### src/rtl/serial_rx.sv
// Serial byte receiver: one bit per clock (start 0, 8 data bits LSB first,
// stop 1), with a DEPTH-entry receive FIFO behind a valid/ready pop port.
//
// Ports:
//   clk        single clock, all logic on its rising edge
//   nRst       asynchronous active-low reset
//   rx         serial line, idles high
//   ready      consumer takes the head byte when valid is high
//   data       FIFO head byte (0 while the FIFO is empty)
//   valid      FIFO not empty
//   level      FIFO occupancy, 0..DEPTH
//   frame_err  one-cycle pulse after a bad stop bit
//   overflow   one-cycle pulse after a good byte was dropped on a full FIFO
module serial_rx #(
    parameter int DEPTH = 4
) (
    input  logic       clk,
    input  logic       nRst,
    input  logic       rx,
    input  logic       ready,
    output logic [7:0] data,
    output logic       valid,
    output logic [4:0] level,
    output logic       frame_err,
    output logic       overflow
);

    localparam int         AW   = (DEPTH > 1) ? $clog2(DEPTH) : 1;
    localparam logic [4:0] FULL = 5'(DEPTH);

    typedef enum logic [1:0] {
        IDLE,
        DATA,
        STOP,
        BREAK
    } state_t;

    state_t          r_state;
    logic [2:0]      r_cnt;
    logic [7:0]      r_shift;
    logic            r_frame_err;
    logic            r_overflow;

    logic [7:0]      r_mem [DEPTH];
    logic [AW-1:0]   r_wptr;
    logic [AW-1:0]   r_rptr;
    logic [4:0]      r_level;

    logic            w_push;
    logic            w_pop;
    logic            w_full;
    logic            w_wr;

    // A good stop bit offers the assembled byte on the same edge.
    assign w_push = (r_state == STOP) && rx;
    assign w_pop  = (r_level != 5'd0) && ready;
    assign w_full = (r_level == FULL);
    // A full FIFO still accepts the byte when the head leaves on that edge.
    assign w_wr   = w_push && (!w_full || w_pop);

    always_ff @(posedge clk or negedge nRst) begin
        if (!nRst) begin
            r_state     <= IDLE;
            r_cnt       <= 3'd0;
            r_shift     <= 8'd0;
            r_frame_err <= 1'b0;
        end else begin
            r_frame_err <= 1'b0;
            unique case (r_state)
                IDLE: begin
                    if (!rx) begin
                        r_cnt   <= 3'd0;
                        r_state <= DATA;
                    end
                end
                DATA: begin
                    r_shift[r_cnt] <= rx;
                    r_cnt          <= r_cnt + 3'd1;
                    if (r_cnt == 3'd7)
                        r_state <= STOP;
                end
                STOP: begin
                    if (rx) begin
                        r_state <= IDLE;
                    end else begin
                        r_frame_err <= 1'b1;
                        r_state     <= BREAK;
                    end
                end
                BREAK: begin
                    // A held-low line is a break, not a new start bit.
                    if (rx)
                        r_state <= IDLE;
                end
                default: r_state <= IDLE;
            endcase
        end
    end

    always_ff @(posedge clk or negedge nRst) begin
        if (!nRst) begin
            r_wptr     <= '0;
            r_rptr     <= '0;
            r_level    <= 5'd0;
            r_overflow <= 1'b0;
        end else begin
            r_overflow <= w_push && w_full && !w_pop;
            if (w_wr)
                r_wptr <= r_wptr + 1'b1;
            if (w_pop)
                r_rptr <= r_rptr + 1'b1;
            if (w_wr && !w_pop)
                r_level <= r_level + 5'd1;
            else if (!w_wr && w_pop)
                r_level <= r_level - 5'd1;
        end
    end

    // Storage is left unreset; the output mux hides stale entries.
    always_ff @(posedge clk) begin
        if (w_wr)
            r_mem[r_wptr] <= r_shift;
    end

    assign data      = (r_level == 5'd0) ? 8'd0 : r_mem[r_rptr];
    assign valid     = (r_level != 5'd0);
    assign level     = r_level;
    assign frame_err = r_frame_err;
    assign overflow  = r_overflow;

endmodule

### config.mk
export PLATFORM = sky130hd
export DESIGN_NAME = serial_rx
export DESIGN_NICKNAME = d
export VERILOG_FILES = /design/src/rtl/serial_rx.sv
export SDC_FILE = /design/constraint.sdc
export NUM_CORES = 1
export LEC_CHECK = 0
export CORE_MARGIN = 2
export CORE_UTILIZATION = 60
export CTS_CLUSTER_DIAMETER = 100
export DETAILED_ROUTE_END_ITERATION = 7
export PLACE_DENSITY = 0.82
export SLEW_MARGIN = 20
export SYNTH_ARGS = -nofsm -noshare
export SYNTH_HDL_FRONTEND = slang
export SYNTH_SLANG_ARGS = --single-unit
### constraint.sdc
create_clock -name clk -period 4.42 [get_ports clk]
set_input_delay 0.884 -clock clk [delete_from_list [all_inputs] [get_ports clk]]
set_output_delay 0.884 -clock clk [all_outputs]
set_load 0.05 [all_outputs]
==> GITHUB_STEP_SUMMARY, run 1 <==
## PnR job results

| Metric | Value |
|---|---|
| Clock Tree Root | `clkbuf_8` |
| FF-to-FF setup slack | `1.30 ns` |
| Area Overhead vs Synth | `11.83%` |
| Most used standard cell by instance count after synthesis | `edfxtp_1` |
| Final instance area | `about 2800 µm²` |
| R2r endpoint | `level[4]` |
| Worst path max stage delay | `0.74 ns` |
| Largest area contributor in the netlist | `edfxtp_1` |
| Worst rel slew slack | `about 56%` |
| CP Launch Type | `register` |
| Synth Seq Share | `62.28%` |
| Number of enable flip-flop cells | `32` |
| Syn. warnings | `0` |
| Detailed Routing Iterations Pass 1 | `4` |
| # DRC | `0` |
| Post-route ant nets | `0` |
| Post-synth top flop | `edfxtp_1` |
| Critical path peak fanout | `9` |
| Flops after synth | `approximately 56` |
| Outcome | `finished clean` |
| Hold EP | `r_mem[3][0]` |
| Psw | `roughly 0.00084 W` |
| Reg clk slew, reported paths | `0.09 ns` |
| Die Span X | `slightly below 70 µm` |
| Ant diodes | `0` |
| NumNets Final | `201` |
| Overall Global Routing Usage | `between 20% and 30%` |
| CTS tree | `yes` |
| Int Pwr | `0.001222 W` |
| Final core utilization | `a little over two thirds` |
| Largest net degree at the start of global routing | `25` |
| DIE AREA | `4712 µm²` |
| Mapped Cells | `167` |
| Hold Slack | `0.5173 ns` |
| RSZ-0062 raised after global routing | `no` |
| Max stage delay cell, worst path | `clkdlybuf4s50_1` |
| Iter 0 DRT Violations | `78` |
| Fin. Hold Viols | `0` |
| Final Power | `about 0.0021 W` |
| Maximum capacitance violations | `0` |
| Final Cycle Share | `approximately 80%` |
| Wire per inst | `roughly 17 µm` |
| DP Area | `2725 µm²` |
| Cts bufs inserted | `5` |
| Tool warnings | `29` |
[run 1: metal layers]
metal	vias to the layer above	share of wire, %	track usage, %
li1	658	-	-
met1	714	44	27.29
met2	30	52	33.17
met3	2	3.0	4.383
met4	0	0.59	6.000
met5	-	0	0
[run 1: worst max-delay path by stage]
stage | start | endpoint | slack, ns
5_1_grt | level[0] | data[0] | 0.66
3_3_place_gp | rx | level[4] | 0.80
6_report | level[0] | data[4] | 0.78
2_1_floorplan | level[0] | level[4] | 1.37
4_1_cts | level[0] | data[0] | 0.72
3_5_place_dp | rx | level[4] | 0.59
[run 1: flip-flops by register name (all words and copies together), names as in the netlist]
| register | flops |
|---|---|
| r_mem | 32 |
| r_shift | 8 |
| level | 5 |
| r_cnt | 3 |
| r_rptr | 2 |
| r_state | 2 |
| r_wptr | 2 |
| frame_err | 1 |
| overflow | 1 |
[run 1: cells in the final DEF, fill, tap and decap left out, drive strengths merged, types with 2 or more instances in the layout]
cell	count
or4	3
edfxtp	32
o211ai	3
clkbuf	6
nor3b	5
and2	4
nor2b	9
nand2	5
a21oi	4
clkdlybuf4s50	18
xnor2	5
dfrtp	24
nor2	2
ha	10
a22o	2
o21ai	6
nor3	4
mux2	9
mux4	8
inv	7
nand3b	5
nand3	4
[run 1: stage by stage]
| step | instances | setup slack [ns] |
|---|---|---|
| floorplan | 167 | 1.369 |
| global placement | 229 | 0.8014 |
| detailed placement | 229 | 0.5867 |
| CTS | 237 | 0.7234 |
| global route | 237 | 0.6572 |
| finish | 237 | 0.7807 |
[run 1: critical path, delay by kind of cell (launching register included)]
family                 cells  cell delay, ns
and+or+nand+nor            3            1.26
DFF                        1            0.46
buffers and inverters      1            0.74
[run 1: logic make-up after synthesis]
logic type,Yosys count,share of synthesized area [%]
buffers and inverters,14,2.445
multiplexers,18,11.78
AND-OR/OR-AND,20,5.340
XOR/XNOR,5,1.746
adder cells (fa/ha/maj),11,5.788
flip-flops,56,62.28
AND/OR/NAND/NOR,43,10.63
[run 1: area by class of cell]
class,count,area (µm²)
multi-input cells,97,884.6
fillers,276,1196
clock inverters,2,11.26
flip-flops and latches,56,1562
inverters,7,26.28
clock buffers,6,72.57
repair buffers,19,185.2
well taps,50,62.56
[run 1: power groups by stage]
stage	Sequential (W)	Clock, W	Combinational (W)
floorplan	0.000881	0	0.000663
global placement	0.000883	0	0.000882
detailed placement	0.000900	0	0.000917
CTS	0.000888	0.000265	0.000922
global route	0.000914	0.000290	0.000990
finish	0.000886	0.000260	0.000913
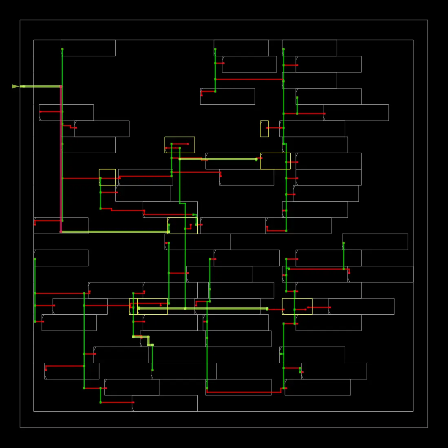
Fig. 1. Clock wiring as the flow saved it (run 1).
Power Clock: 0.000260 W
Clock Sinks: 56
clock buf count: 6

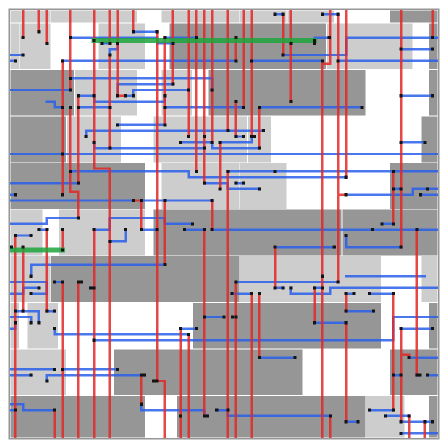
Fig. 2. A small window of the routed layout (run 1).
Region (22, 22) to (47, 47) µm. Cells in grey, sequential cells in the stronger grey; small squares are vias.
[blue] metal 1
[green] metal 3
[red] metal 2
cells with their middle in the window: 27
netlist names of flops here include: r_mem (6), r_shift (2), r_wptr (2)
sequential cells in the window: 10
most frequent: edfxtp_1 (6), dfrtp_1 (4)

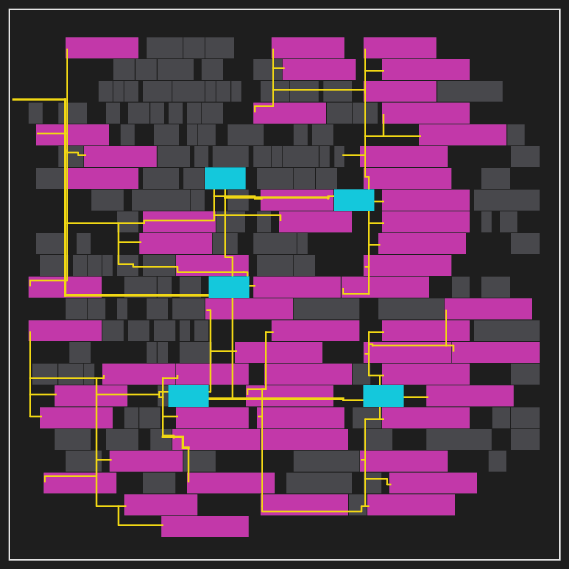
Fig. 3. Clock wires, drivers and flops (run 1).
Scale: 8 px per µm.
[cyan] clock drivers | count: 5
[yellow] clock wires | length: 518 µm
[magenta] flip-flops | count: 56
routed clock nets: 6
Latency at later pin: 0.30 ns
clk_skew: 0.007794 ns
clock power share: 12.6%

Fig. 4: run 1, placement by cell class
Scale: 6 px per µm. Fill, decap, tap and diode cells in grey.
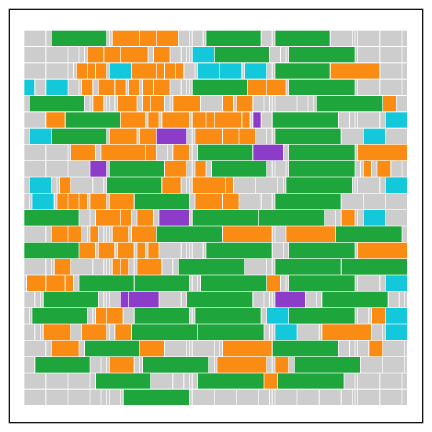

--- run 2 (diff from run 1) ---
- CORE_UTILIZATION: 60 -> 52
- PLACE_DENSITY: 0.82 -> 0.75
- clock period: 4.42 -> 2.9 ns (I/O delays scaled with it)
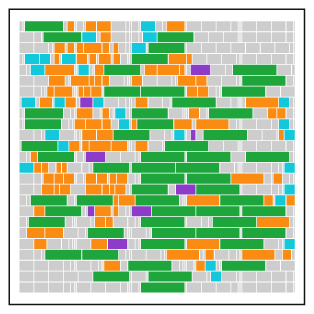
Fig. 5. Placement by cell class (run 2).
Scale: 4 px per µm. Fill, decap, tap and diode cells in grey.
[cyan] other buffers and delay cells | cells: 27
[green] flops | cells: 56
[orange] combinational and other logic | cells: 104
[purple] clock drivers and dummy loads | cells: 8
final core utilization: 60.96%
core area: 4692 µm²

==> run 2 against run 1 <==
Effect of this change: area after synthesis did not move; cell area rose by 2.0%; clock power rose by about 60%; worst setup slack got worse by 0.67 ns; critical path type is now register to register; highest routed layer unchanged.
==> GITHUB_STEP_SUMMARY, run 2 <==
## PnR job results

| Metric | Value |
|---|---|
| Most used standard cell by instance count after synthesis | `edfxtp_1` |
| Post_cts resized | `0` |
| DP Area | `2774 µm² (+1.8%)` |
| Psw | `0.001294 W (+55%)` |
| Clock power share | `13.2% (+0.6 points)` |
| Most frequent cells in the layout | `edfxtp_1 (32), dfrtp_1 (21), buf_4 (17)` |
| Wire per inst | `16.82 µm (-2.8%)` |
| Number of enable flip-flop cells | `32 (unchanged)` |
| Register area | `1565 µm² (+0.24%)` |
| Worst rel slew slack | `57.82% (+2.2 points)` |
| Final Cycle Share | `96.29%` |
| Flops after synth | `56 (unchanged)` |
| Biggest register | `r_mem` |
| Area Overhead vs Synth | `14.07%` |
| NumNets Final | `209 (+4.0%)` |
| Top cell excl fill/tap | `edfxtp_1` |
| Maximum capacitance violations | `0 (unchanged)` |
| Post-route ant nets | `0 (unchanged)` |
| # DRC | `0 (unchanged)` |
| DIE AREA | `5393 µm² (+14%)` |
| Detailed Routing Iterations Pass 1 | `4 (unchanged)` |
| Cts bufs inserted | `5 (unchanged)` |
| Largest register FFs | `32 (unchanged)` |
| Overall Global Routing Usage | `17.82% (-2.4 points)` |
| Synth Seq Share | `62.28% (unchanged)` |
| Vias in the first global route | `roughly 1,500` |
| Largest area contributor in the netlist | `edfxtp_1` |
| PwrDens | `roughly 1100 nW/µm²` |
| Clk_skew | `0.007754 ns (-0.00004075 ns)` |
| Ant diodes | `0 (unchanged)` |
| Die Span X | `73.44 µm (+7.0%)` |
| Mapped Cells | `167 (unchanged)` |
| Clock Tree Root | `clkbuf_8` |
| Required time of the critical path | `~3 ns` |
| Peak Freq | `~0.36 GHz` |
| Latency at later pin | `0.31 ns (about the same)` |
| Final instance area | `2860 µm² (+2.0%)` |
| Iter 0 DRT Violations | `100 (+28%)` |
| Drt total wl | `4.187 mm` |
| Reg clk slew, reported paths | `0.09 ns (about the same)` |
| First-pass GRT wire length | `7.093 mm` |
| Syn. warnings | `0 (unchanged)` |
| Filler Cells Inserted | `363 (+32%)` |
| Int Pwr | `0.001872 W (+53%)` |
| Placed Cells | `241 (+5.2%)` |
| Largest net degree at the start of global routing | `25 (unchanged)` |
| Post-synth top flop | `edfxtp_1` |
| RSZ-0062 raised after global routing | `no` |
| Critical path peak fanout | `5 (-4)` |
| Tool warnings | `29 (unchanged)` |
| Post-Layout Cell Count | `249 (+5.1%)` |
| Outcome | `finished clean` |
| CTS tree | `yes` |
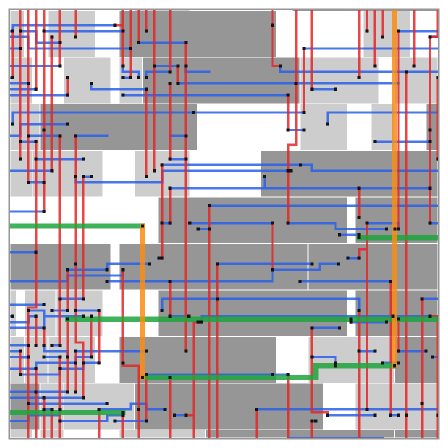
Fig. 6. A small window of the routed layout (run 2).
Region (24, 24) to (49, 49) µm. Cells in grey, sequential cells in the stronger grey; small squares are vias.
[orange] metal 4
[red] metal 2
[blue] metal 1
[green] metal 3
netlist names of flops here include: r_mem (6), r_shift (3), r_rptr (2)
most frequent: edfxtp_1 (6), dfrtp_1 (5), buf_4 (3)
cells with their middle in the window: 29
sequential cells in the window: 11

## run 2: cell counts after synthesis
No cell type changed its count.
## run 2: worst paths after layout
| path | startpoint | end | slack (ns) | depth (start not counted) |
|---|---|---|---|---|
| worst max-delay path | level[1] | level[4] | 0.11 | 8 |
| worst min-delay path | r_state[0] | frame_err | 0.52 | 1 |
| worst max register to register | level[1] | level[4] | 0.11 | 8 |
| worst min register to register | r_state[0] | frame_err | 0.52 | 1 |
| max in group asynchronous | nRst | level[0] | 2.03 | 2 |
| min in group asynchronous | nRst | level[1] | 0.62 | 2 |
## run 2: kinds of logic after synthesis
| kind of cell | synth area share, % |
|---|---|
| XOR/XNOR | 1.746 |
| AND-OR/OR-AND | 5.340 |
| AND/OR/NAND/NOR | 10.63 |
| buffers and inverters | 2.445 |
| multiplexers | 11.78 |
| adder cells (fa/ha/maj) | 5.788 |
| flip-flops | 62.28 |
## run 2: final cells by class
class | instances | area share, %
Multi-Input combinational cell | 97 | 31.01
Clock buffer | 5 | 2.406
Inverter | 7 | 0.9186
Sequential cell | 56 | 54.72
Timing Repair Buffer | 27 | 7.961
Tap cell | 54 | 2.362
Clock inverter | 3 | 0.6124
## run 2: per-stage QoR
step                hold WS, ns  setup WS [ns]  util [%]  power [W]
finish                   0.5189         0.1076     60.96   0.003166
global route             0.5624        0.05221     60.96   0.003364
CTS                      0.5237         0.1092     60.96   0.003198
detailed placement       0.5054        0.02486     59.12   0.002781
global placement         0.4904         0.1428     59.12   0.002700
floorplan                0.2844       0.007256         -   0.002359
## run 2: power groups by stage
stage | Combinational (W) | Clock [W] | Sequential [W]
final | 0.00141 | 0.000417 | 0.00134
after global routing | 0.00152 | 0.000455 | 0.00139
after CTS | 0.00142 | 0.000432 | 0.00135
after detailed placement | 0.00142 | 0 | 0.00136
after global placement | 0.00136 | 0 | 0.00134
after floorplan | 0.00101 | 0 | 0.00135
## run 2: per-layer routing
layer / GRT usage, % / up-vias / wire, µm
met5: 0 / - / 0
met4: 7.273 / 0 / 71
met3: 3.704 / 6 / 135
met2: 30.56 / 26 / 2204
met1: 21.97 / 731 / 1775
li1: - / 678 / -
## run 2: critical path, stage by stage (launching register included)
cell and delay, ns:
dfrtp_2 0.45, or4_4 0.56, o21ai_0 0.28, ha_2 0.27, inv_2 0.07, ha_1 0.29, or4_1 0.53, o211ai_1 0.12
o211ai_1 0.11
No activity file was given, so power comes from the tool's default toggle rates.
